**src/rtl/bcd_serial_adder_if.sv**
```systemverilog
// Operand/result bundle for the digit-serial BCD adder; master is the operand source.
interface bcd_serial_adder_if #(
  parameter int DIGITS = 4
);
  logic                  start;
  logic [4*DIGITS-1:0]   a;
  logic [4*DIGITS-1:0]   b;
  logic                  cin;
  logic                  sub;
  logic                  ready;
  logic                  busy;
  logic                  done;
  logic [4*DIGITS-1:0]   sum;
  logic                  cout;
  logic                  err;

  modport master (
    output start, a, b, cin, sub,
    input  ready, busy, done, sum, cout, err
  );

  modport slave (
    input  start, a, b, cin, sub,
    output ready, busy, done, sum, cout, err
  );
endinterface

```
**src/rtl/bcd_serial_adder.sv**
```systemverilog
// Digit-serial BCD add / 9's-complement subtract, LSD first; done pulses DIGITS cycles after accept.
// start is ignored while busy; define BCD_INPUT_CHECK_EN for a sticky invalid-digit err flag.
module bcd_serial_adder #(
  parameter int DIGITS = 4
) (
  input  logic              clk,
  input  logic              rst,
  bcd_serial_adder_if.slave bus
);
  localparam int W     = 4 * DIGITS;
  localparam int IDX_W = (DIGITS > 1) ? $clog2(DIGITS) : 1;

  typedef enum logic {IDLE, RUN} state_t;

  state_t            state_q, state_d;
  logic [IDX_W-1:0]  idx_q, idx_d;
  logic [W-1:0]      a_q, a_d, b_q, b_d, sum_q, sum_d;
  logic              sub_q, sub_d, carry_q, carry_d, cout_q, cout_d;
  logic              done_q, done_d, ready_q, ready_d, busy_q, busy_d;

  logic [3:0]        a_dig, b_dig, bd, dig;
  logic [4:0]        t;
  logic              carry_nxt, last;

  // Current digit datapath; 5-bit sum so 9+9+1 and invalid digits never wrap.
  always_comb begin
    a_dig = a_q[3:0];
    b_dig = b_q[3:0];
    for (int i = 0; i < DIGITS; i++) begin
      if (idx_q == IDX_W'(i)) begin
        a_dig = a_q[4*i +: 4];
        b_dig = b_q[4*i +: 4];
      end
    end
    bd        = sub_q ? (4'd9 - b_dig) : b_dig;
    t         = {1'b0, a_dig} + {1'b0, bd} + {4'b0, carry_q};
    carry_nxt = (t > 5'd9);
    dig       = carry_nxt ? 4'(t - 5'd10) : t[3:0];
    last      = (idx_q == IDX_W'(DIGITS - 1));
  end

  always_comb begin
    state_d = state_q;
    idx_d   = idx_q;
    a_d     = a_q;
    b_d     = b_q;
    sub_d   = sub_q;
    carry_d = carry_q;
    sum_d   = sum_q;
    cout_d  = cout_q;
    done_d  = 1'b0;
    case (state_q)
      IDLE: begin
        if (bus.start) begin
          a_d     = bus.a;
          b_d     = bus.b;
          sub_d   = bus.sub;
          carry_d = bus.cin;
          idx_d   = '0;
          sum_d   = '0;
          state_d = RUN;
        end
      end
      RUN: begin
        for (int i = 0; i < DIGITS; i++) begin
          if (idx_q == IDX_W'(i)) sum_d[4*i +: 4] = dig;
        end
        carry_d = carry_nxt;
        idx_d   = idx_q + IDX_W'(1);
        if (last) begin
          cout_d  = carry_nxt;
          done_d  = 1'b1;
          state_d = IDLE;
        end
      end
    endcase
    ready_d = (state_d == IDLE);
    busy_d  = (state_d == RUN);
  end

  always_ff @(posedge clk) begin
    if (rst) begin
      state_q <= IDLE;
      idx_q   <= '0;
      a_q     <= '0;
      b_q     <= '0;
      sub_q   <= 1'b0;
      carry_q <= 1'b0;
      sum_q   <= '0;
      cout_q  <= 1'b0;
      done_q  <= 1'b0;
      ready_q <= 1'b1;
      busy_q  <= 1'b0;
    end else begin
      state_q <= state_d;
      idx_q   <= idx_d;
      a_q     <= a_d;
      b_q     <= b_d;
      sub_q   <= sub_d;
      carry_q <= carry_d;
      sum_q   <= sum_d;
      cout_q  <= cout_d;
      done_q  <= done_d;
      ready_q <= ready_d;
      busy_q  <= busy_d;
    end
  end

`ifdef BCD_INPUT_CHECK_EN
  logic err_q, err_d;

  // Checks raw b, before complementing; arithmetic is unaffected.
  always_comb begin
    err_d = err_q;
    if (state_q == IDLE && bus.start)
      err_d = 1'b0;
    else if (state_q == RUN && (a_dig > 4'd9 || b_dig > 4'd9))
      err_d = 1'b1;
  end

  always_ff @(posedge clk) begin
    if (rst) err_q <= 1'b0;
    else     err_q <= err_d;
  end

  assign bus.err = err_q;
`else
  assign bus.err = 1'b0;
`endif

  assign bus.ready = ready_q;
  assign bus.busy  = busy_q;
  assign bus.done  = done_q;
  assign bus.sum   = sum_q;
  assign bus.cout  = cout_q;
endmodule

```
**src/flat_wrapper.sv**
```systemverilog
// flat-port wrapper written by rule: the top's interface ports become plain ports
module bcd_serial_adder_flat 
#(
  parameter int DIGITS = 4
)
  (clk, rst, bus_start, bus_a, bus_b, bus_cin, bus_sub, bus_ready, bus_busy, bus_done, bus_sum, bus_cout, bus_err);
  bcd_serial_adder_if #(.DIGITS(DIGITS)) bus_i ();
  input  logic clk;
  input  logic rst;
  input wire logic [$bits(bus_i.start)-1:0] bus_start;
  input wire logic [$bits(bus_i.a)-1:0] bus_a;
  input wire logic [$bits(bus_i.b)-1:0] bus_b;
  input wire logic [$bits(bus_i.cin)-1:0] bus_cin;
  input wire logic [$bits(bus_i.sub)-1:0] bus_sub;
  output wire logic [$bits(bus_i.ready)-1:0] bus_ready;
  output wire logic [$bits(bus_i.busy)-1:0] bus_busy;
  output wire logic [$bits(bus_i.done)-1:0] bus_done;
  output wire logic [$bits(bus_i.sum)-1:0] bus_sum;
  output wire logic [$bits(bus_i.cout)-1:0] bus_cout;
  output wire logic [$bits(bus_i.err)-1:0] bus_err;
  assign bus_i.start = bus_start;
  assign bus_i.a = bus_a;
  assign bus_i.b = bus_b;
  assign bus_i.cin = bus_cin;
  assign bus_i.sub = bus_sub;
  assign bus_ready = bus_i.ready;
  assign bus_busy = bus_i.busy;
  assign bus_done = bus_i.done;
  assign bus_sum = bus_i.sum;
  assign bus_cout = bus_i.cout;
  assign bus_err = bus_i.err;
  bcd_serial_adder #(.DIGITS(DIGITS)) u_core (.clk(clk), .rst(rst), .bus(bus_i));
endmodule
```
**config.mk**
```make
export PLATFORM = sky130hd
export DESIGN_NAME = bcd_serial_adder_flat
export DESIGN_NICKNAME = d
export VERILOG_FILES = /design/src/rtl/bcd_serial_adder_if.sv /design/src/rtl/bcd_serial_adder.sv /design/src/flat_wrapper.sv
export SDC_FILE = /design/constraint.sdc
export NUM_CORES = 1
export LEC_CHECK = 0
export ABC_AREA = 1
export CORE_MARGIN = 1
export CORE_UTILIZATION = 40
export DETAILED_ROUTE_END_ITERATION = 16
export GPL_ROUTABILITY_DRIVEN = 0
export PLACE_DENSITY = 0.65
export SYNTH_ARGS = -nofsm -noshare
export SYNTH_HDL_FRONTEND = slang
export SYNTH_SLANG_ARGS = --single-unit
```
**constraint.sdc**
```tcl
create_clock -name clk -period 3.1 [get_ports clk]
set_input_delay 0.465 -clock clk [delete_from_list [all_inputs] [get_ports clk]]
set_output_delay 0.465 -clock clk [all_outputs]
set_load 0.05 [all_outputs]
```
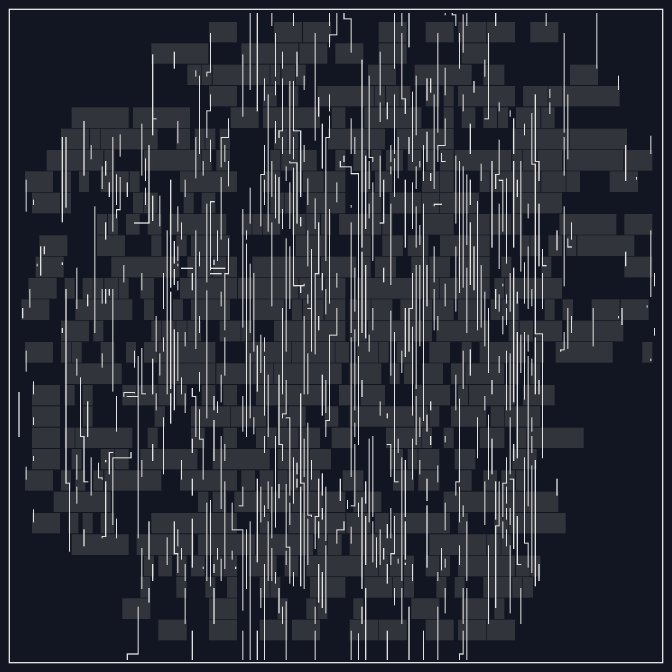
(metal 2)
Cells faint in the background.
The longest straight run is 27.5 um. The layer holds 47% of the routed length.
via count: 2489
total routed wirelength: 6300 um
met2 usage: 0.303

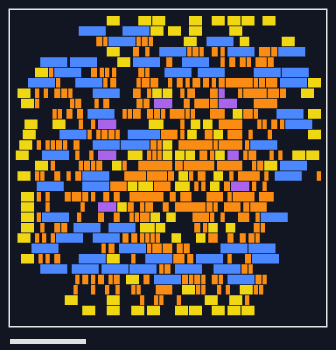
(cells coloured by class)
Bar = 20 um.
Key: other buffers and delay cells = yellow [cells 87, share of their area 23%]; flip-flops = blue [cells 56, share of their area 31%]; clock drivers and dummy loads = purple [cells 8, share of their area 2.7%]; all other logic = orange [cells 273, share of their area 43%]
design area: 0.00369 sq mm
flop share of the area: 0.305
core area: 0.00635 sq mm
row count: 29

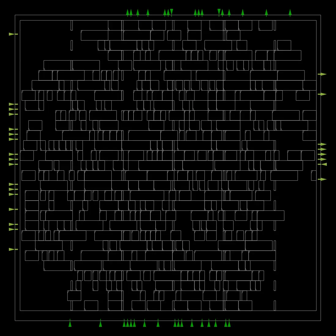
(placement view)
num sequential: 56
Core Util, Final: 0.581
Final Non-Filler Cells: 501

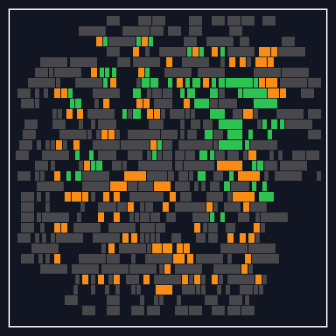
(gate-type map)
Key: NAND gates = green [cells 64]; inverting AOI/OAI gates = orange [cells 87]
combinational share of cell area: 0.393
Top cell excl fill/tap: nor2_1

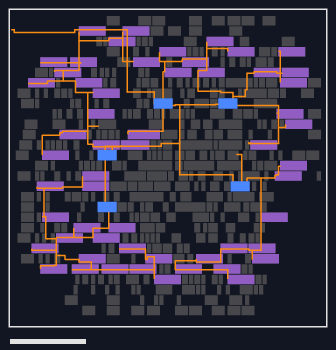
(clock distribution)
Bar = 20 um.
Key: clock wires = orange [length 628 um]; flip-flops = purple [count 56]; cells driving clock nets = blue [count 5]
Position of the flops: widely spread.
clk_lat worst skew: 310 ps
Clock Power Share: 0.205
clk pwr: 0.424 mW

==> results_slide.txt <==
Synthesis and Place & Route Summary

Status
  – Status: finished clean

Final timing
  – Tightest Pin Transition: 569 ps
  – TNS Setup: 0 ps
  – Fin crit period: 3080 ps
  – Slew Viols, Final: 0
  – Final setup vio count: 0
  – Tcrit/Tclk final: 0.993
  – Worst setup margin: 22.1 ps

Final layout
  – N_diodes: 0
  – Clock buf count: 6
  – MI comb cells: 245

Yosys
  – Cells after Synth: 346
  – Yosys Chip Area: 0.00263 sq mm
  – Logic family by area: simple AND/OR/NAND/NOR gates
  – Mapped cell area: 0.00263 sq mm
  – Top cells, area: dfxtp_1, nor2_1, o21ai_0
  – Flip-flops with a built-in enable: 0
  – Avg Cell Area, Syn: 7.60 sq um
  – Yosys warnings: 0
  – Synthesized registers: 56

Power and ir drop
  – Pwr top: combinational logic
  – Power Density: 561 mW/mm^2
  – VDD IR-drop max: 0.318 mV
  – Comb. pwr: 0.840 mW
  – P_sw: 0.752 mW
  – Sw frac: 0.363

Global route
  – Global-route wire length before repair: 10700 um
  – Met1 usage in global routing: 0.260
  – Largest net degree at the start of global routing: 37

Worst setup path
  – Worst path required time: 3350 ps
  – Worst setup SP type: register
  – Reg2Reg Depth: 15
  – Worst path bufs/invs: 2
  – Worst-path cell chain: inv_2, ha_4, buf_4, o311ai_2, o21ai_1, fa_2, fa_2, ha_4, nand2_1, a21boi_4, nand2_4, nand2_8, nand2_4, nand4_1, a21oi_1
  – Reg2reg start: u_core.idx_q[0]
  – Crit path capture: u_core.bus.sum[9]

Die
  – Io pins: 58

Placement
  – Post-place instance area: 0.00342 sq mm
  – Port buffer count: 56

Clock network
  – Post-CTS Setup Inserts: 1
  – CTS sink count: 56

Hold path
  – Worst hold path cell count: 2
  – Hold Path Origin: u_core.a_q[15]
Power is estimated from default activity; no workload was simulated.
